==> src/rtl/sliced_alu.sv <==
// Digit-serial ALU: processes DIGIT bits per clock, LSB first, and publishes
// RESULT and flags together in a final cycle with a one-cycle DONE pulse.
module sliced_alu #(
   parameter int unsigned WIDTH = 16,
   parameter int unsigned DIGIT = 4
) (
   input  logic             clk,
   input  logic             rst_n,
   input  logic             start,
   input  logic [WIDTH-1:0] a,
   input  logic [WIDTH-1:0] b,
   input  logic [2:0]       op,
   input  logic             sub,
   input  logic             cin,
   output logic [WIDTH-1:0] result,
   output logic             cout,
   output logic             ovf,
   output logic             zero,
   output logic             busy,
   output logic             done
);

   localparam int unsigned N  = WIDTH / DIGIT;
   localparam int unsigned CW = (N > 1) ? $clog2(N) : 1;
   localparam logic [CW-1:0] LAST = CW'(N - 1);

   localparam logic [2:0] OP_NOR  = 3'b000;
   localparam logic [2:0] OP_NAND = 3'b001;
   localparam logic [2:0] OP_OR   = 3'b010;
   localparam logic [2:0] OP_AND  = 3'b011;
   localparam logic [2:0] OP_XOR  = 3'b100;
   localparam logic [2:0] OP_XNOR = 3'b101;
   localparam logic [2:0] OP_SUM  = 3'b110;
   localparam logic [2:0] OP_LESS = 3'b111;

   typedef enum logic [1:0] {IDLE, RUN, FIN} state_t;

   state_t           state;
   logic [CW-1:0]    cnt;
   logic [WIDTH-1:0] a_sh;
   logic [WIDTH-1:0] b_sh;
   logic [WIDTH-1:0] part;
   logic [2:0]       op_r;
   logic             carry_r;
   logic             ovf_r;

   logic [DIGIT-1:0] ad;
   logic [DIGIT-1:0] bd;
   logic [DIGIT-1:0] sum_c;
   logic [DIGIT-1:0] dig_c;
   logic             c;
   logic             c_top;
   logic             carry_c;
   logic             ovf_c;

   logic [WIDTH-1:0] fin_res_c;
   logic             fin_cout_c;
   logic             fin_ovf_c;

   // B is pre-inverted at accept time for subtraction and for the LESS compare
   logic             inv_b_c;
   assign inv_b_c = (op == OP_LESS) || ((op == OP_SUM) && sub);

   // One digit of ripple-carry add plus the bitwise functions
   always_comb begin
      ad    = a_sh[DIGIT-1:0];
      bd    = b_sh[DIGIT-1:0];
      c     = carry_r;
      c_top = 1'b0;
      sum_c = '0;
      for (int unsigned i = 0; i < DIGIT; i++) begin
         if (i == DIGIT - 1) c_top = c;
         sum_c[i] = ad[i] ^ bd[i] ^ c;
         c        = (ad[i] & bd[i]) | (ad[i] & c) | (bd[i] & c);
      end
      carry_c = c;
      ovf_c   = c_top ^ c;
      case (op_r)
         OP_NOR:  dig_c = ~(ad | bd);
         OP_NAND: dig_c = ~(ad & bd);
         OP_OR:   dig_c = ad | bd;
         OP_AND:  dig_c = ad & bd;
         OP_XOR:  dig_c = ad ^ bd;
         OP_XNOR: dig_c = ~(ad ^ bd);
         default: dig_c = sum_c;
      endcase
   end

   // Final result and flags; carry/overflow registers hold the MSB digit's values
   always_comb begin
      fin_res_c  = part;
      fin_cout_c = 1'b0;
      fin_ovf_c  = 1'b0;
      if (op_r == OP_SUM) begin
         fin_cout_c = carry_r;
         fin_ovf_c  = ovf_r;
      end else if (op_r == OP_LESS) begin
         fin_res_c = WIDTH'(part[WIDTH-1] ^ ovf_r);
      end
   end

   always_ff @(posedge clk or negedge rst_n) begin
      if (!rst_n) begin
         state   <= IDLE;
         cnt     <= '0;
         a_sh    <= '0;
         b_sh    <= '0;
         part    <= '0;
         op_r    <= '0;
         carry_r <= 1'b0;
         ovf_r   <= 1'b0;
         result  <= '0;
         cout    <= 1'b0;
         ovf     <= 1'b0;
         zero    <= 1'b1;
         busy    <= 1'b0;
         done    <= 1'b0;
      end else begin
         done <= 1'b0;
         case (state)
            IDLE: begin
               if (start) begin
                  state   <= RUN;
                  busy    <= 1'b1;
                  cnt     <= '0;
                  a_sh    <= a;
                  b_sh    <= b ^ {WIDTH{inv_b_c}};
                  op_r    <= op;
                  carry_r <= (op == OP_SUM) ? cin : (op == OP_LESS);
                  ovf_r   <= 1'b0;
                  part    <= '0;
               end
            end
            RUN: begin
               a_sh    <= a_sh >> DIGIT;
               b_sh    <= b_sh >> DIGIT;
               part    <= (part >> DIGIT) | (WIDTH'(dig_c) << (WIDTH - DIGIT));
               carry_r <= carry_c;
               ovf_r   <= ovf_c;
               cnt     <= cnt + CW'(1);
               if (cnt == LAST) state <= FIN;
            end
            FIN: begin
               state  <= IDLE;
               busy   <= 1'b0;
               done   <= 1'b1;
               result <= fin_res_c;
               cout   <= fin_cout_c;
               ovf    <= fin_ovf_c;
               zero   <= (fin_res_c == '0);
            end
            default: begin
               state <= IDLE;
               busy  <= 1'b0;
            end
         endcase
      end
   end

endmodule

==> config.mk <==
export PLATFORM = sky130hd
export DESIGN_NAME = sliced_alu
export DESIGN_NICKNAME = d
export VERILOG_FILES = /design/src/rtl/sliced_alu.sv
export SDC_FILE = /design/constraint.sdc
export NUM_CORES = 1
export LEC_CHECK = 0
export ABC_AREA = 1
export CORE_MARGIN = 1.5
export CORE_UTILIZATION = 50
export CTS_CLUSTER_SIZE = 8
export DETAILED_ROUTE_END_ITERATION = 6
export GPL_ROUTABILITY_DRIVEN = 1
export PLACE_DENSITY = 0.77
export SETUP_SLACK_MARGIN = 0.5
export SLEW_MARGIN = 5
export SYNTH_ARGS = -nofsm -noshare
export SYNTH_HDL_FRONTEND = slang
export SYNTH_SLANG_ARGS = --single-unit
export TNS_END_PERCENT = 1
==> constraint.sdc <==
create_clock -name clk -period 2.65 [get_ports clk]
set_input_delay 0.53 -clock clk [delete_from_list [all_inputs] [get_ports clk]]
set_output_delay 0.53 -clock clk [all_outputs]
set_load 0.03 [all_outputs]
Signal metal coverage by tile:
18 x 18 tiles, from white (low) to dark blue (high), scaled to the fullest tile. Values are wire area over tile area, all layers added.
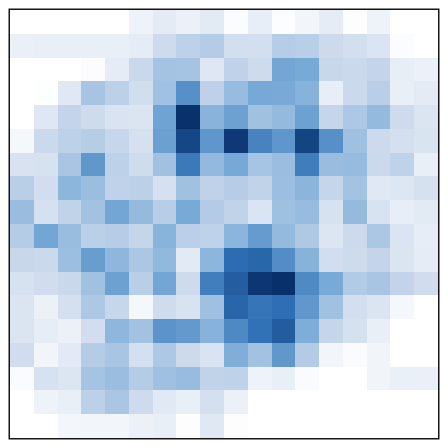
densest ninth of the die: centre
fullest tile: 0.61
tiles over half the peak: 14%
nearly empty tiles: 14%
emptiest ninth of the die: south-east
Total GRT Usage: 21.6%
final wirelength: 8140 um
DR WL/cell: 14.3 um

==> results.py <==
# Flow results
metrics = {
    "worst_setup_path": {
        "crit_family": "adder cells",
        "r2r.worst_path.cells": 10,
        "worstPathArrival_ps": 2510,
        "critical_path_buf_inv_count": 2,
        "critPathRequiredTime_ps": 2910,
        "crit_path_end_kind": "flip-flop",
        "crit_slowest_cell": "dfrtp_1",
        "crit_top_cell": "fa_2",
        "max_stage_delay_ps": 410,
        "rrSetupSlack_ps": 400,
        "r2r_end": "part[15]",
        "worstSetupPathType": "reg -> reg",
        "r2r_start": "a_sh[0]",
        "path_cells": "fa_2 > inv_1 > fa_2 > fa_2 > inv_2 > fa_1 > nor2_1 > nor2_1 > nand2_1 > nand2_1",
        "worstSetupStartpointType": "flip-flop",
        "cp_max_fo": 3,
    },
    "global_route": {
        "grt_overflow_total": 0,
        "antenna_found_initial": 0,
        "grt_pass1_vias": 2913,
        "grt_pass1_wl_um": 13900,
        "grt_max_degree": 79,
    },
    "final_timing": {
        "fmax_ghz": 0.444,
        "post-route-period-util_pct": 84.9,
        "whs_ps": 301,
        "tns_ps": 0,
        "setup_viol": 0,
        "rsz0062_at_grt": "true",
        "fin_crit_ps": 2250,
        "skew_ps": 11.2,
        "slew_headroom_pct": 36.8,
        "tightest_slew_ps": 948,
        "maxSlewViolCount": 0,
        "finalHoldViolCount": 0,
    },
    "clock_tree": {
        "ctsRootBufferMaster": "clkbuf_8",
        "clkSlewWorstSetupHoldPaths_ps": 80,
        "cts_hold_buf": 0,
        "cts_tree": "yes",
        "clockBufferDepth": 2,
        "cts-buffers-inserted": 9,
        "htreeDepth": 3,
        "clkLatencyLatePin_ps": 360,
        "clock-sinks": 78,
    },
    "place": {
        "place.gp.congestion": 0.934,
        "placedCellCount": 549,
        "dpl.hpwl_um": 5570,
    },
    "finish": {
        "syn_to_final_growth_pct": 22.6,
        "n_antenna_cell": 0,
        "seq_area_um2": 1950,
        "fillCellCount": 644,
        "nets": 517,
        "layout.cells.non_filler": 568,
        "mi_logic_area_um2": 1550,
        "drive_gt1_share_pct": 8.96,
    },
    "drt": {
        "drt_iter0_drc": 179,
        "drc": 0,
        "routed_via_density": 5.34,
        "num_vias": 3031,
        "ant_nets": 0,
        "drt-pass1-iter-count": 5,
    },
    "synth": {
        "ys_sh_xor_pct": 3.92,
        "synth_stat.cells": 408,
        "simple_gate_area_share_pct": 15.6,
        "yosys_area_um2": 3790,
        "netlist_area_um2": 3790,
        "fp_nets": 461,
        "ys_sh_mux_pct": 0,
        "top_cells_by_count": "dfrtp_1 (77), nand2_1 (77), inv_1 (36)",
        "topCellsByArea": "dfrtp_1 (51%), nand2_1 (7.6%), o21ai_0 (4.4%)",
        "avgSynthCellArea_um2": 9.30,
        "netlist.area_leader.share_pct": 50.8,
        "synthAoiAreaFrac_pct": 16.0,
        "largest_area_cell": "dfrtp_1",
        "synth_flops": 78,
        "async_flop_share_pct": 100,
        "synthTopLogicFamily": "AND-OR/OR-AND gates",
        "fa_ha_area_share_pct": 5.08,
        "edf_count": 0,
        "ys_warn_count": 0,
        "postSynthSeqShare_pct": 51.5,
        "yosysUniqueCellTypes": 33,
        "synth_cells": 408,
        "flop_cell": "dfrtp_1",
    },
    "power": {
        "leakage_uw": 0.00211,
        "pwr_density_cell_nw_per_um2": 1220,
        "power.total_uw": 5690,
        "vdd_drop_max_mv": 0.681,
    },
    "run": {
        "maxCapViolCount": 0,
        "warning_count": 32,
    },
    "floorplanning": {
        "die-area_um2": 8120,
        "fp_util_pct": 52.0,
        "coreArea_um2": 7290,
        "ioPinCount": 61,
        "fp-row-count": 31,
    },
    "hold_path": {
        "hold_path_class": "in -> async",
    },
    "status": {
        "status": "complete, no violations",
    },
}
Pin placement:
The bar under the picture is 20 um long. Pins as bars across the die edge, other pins in grey.
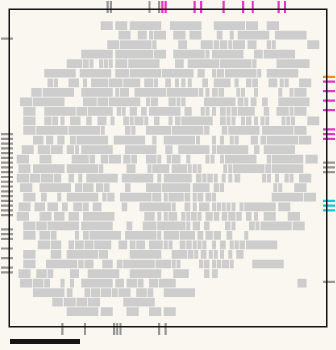
legend:
  cyan:
    port: op
    pins: 3
    direction: input
    edge: east
  magenta:
    port: result
    pins: 16
    direction: output
    edge: 9 north, 7 east
  orange:
    port: zero
    pins: 1
    direction: output
    edge: east
all pins by edge: 26 west, 15 east, 13 north, 7 south
Die Y: 90.1 um
port bufs: 60
die width: 90.1 um

==> layout by cell type (no fill, tap or decap), types with 2 or more instances in the layout <==
master / instances
fa_2: 3
clkdlybuf4s50_1: 59
a22oi_1: 12
o21ai_0: 33
nand2_1: 77
inv_6: 3
nand4_1: 5
dfrtp_1: 77
nand3_2: 2
inv_2: 7
nand3_1: 22
xnor2_1: 16
inv_1: 35
ha_1: 9
a21oi_1: 13
a22o_1: 5
nor2_4: 4
nor2_1: 21
buf_4: 6
o22ai_1: 18
o31ai_1: 7
o21ai_1: 11
clkbuf_8: 9
==> state kept, by name (all words and copies together), names as in the netlist, 2 cells and up <==
register	flops
a_sh	16
b_sh	16
part	16
result	16
op_r	3
cnt	2
state	2
==> routing by layer <==
| layer | routed length (um) | GRT usage [%] | up-vias |
|---|---|---|---|
| met5 | 0 | 0 | - |
| met4 | 149 | 7.28 | 0 |
| met3 | 529 | 6.43 | 17 |
| met2 | 3730 | 32.8 | 128 |
| met1 | 3730 | 29.5 | 1405 |
| li1 | - | - | 1481 |
==> worst max path at each step <==
| stage | startpoint | to | slack [ps] | cells after the start |
|---|---|---|---|---|
| after floorplan | b_sh[0] | part[15] | 520 | 10 |
| after global placement | b_sh[0] | part[15] | 460 | 10 |
| after detailed placement | b_sh[0] | part[15] | 340 | 10 |
| after CTS | a_sh[0] | part[15] | 420 | 10 |
| after global routing | a_sh[0] | part[15] | 330 | 10 |
| final | a_sh[0] | part[15] | 400 | 10 |
==> layout make-up <==
| type | count | area share, % |
|---|---|---|
| Clock inverter | 7 | 1.72 |
| Sequential cell | 78 | 42.0 |
| Inverter | 43 | 3.58 |
| Clock buffer | 9 | 2.66 |
| Timing Repair Buffer | 66 | 14.1 |
| Multi-Input combinational cell | 266 | 33.3 |
| Tap cell | 99 | 2.66 |
==> per-stage QoR <==
stage	area, um^2	setup slack [ps]	util (%)
floorplan	3800	518	-
global placement	4420	458	60.6
detailed placement	4420	343	60.6
CTS	4640	417	63.7
global route	4650	332	63.8
finish	4650	400	63.8
==> logic make-up after synthesis <==
family,after synthesis
buf+inv,64
xor+xnor,17
flops,78
simple gates,134
fa+ha+maj,13
compound gates,102
==> repair_timing <==
action / in CTS / in global routing
hold endpoints to repair: 0 / 0
setup endpoints to repair: 2 / 3
gates cloned: 0 / 0
pin swaps: 4 / 3
resized: 3 / 0
buffers inserted: 2 / 1
==> where the power goes <==
| part | internal [uW] | total, uW | switching (uW) |
|---|---|---|---|
| clock | 448 | 934 | 486 |
| combinational | 1080 | 2680 | 1600 |
| sequential | 1700 | 2080 | 382 |
| total | 3220 | 5690 | 2470 |
Power figures rest on the tool's default switching activity, not on a simulated workload.
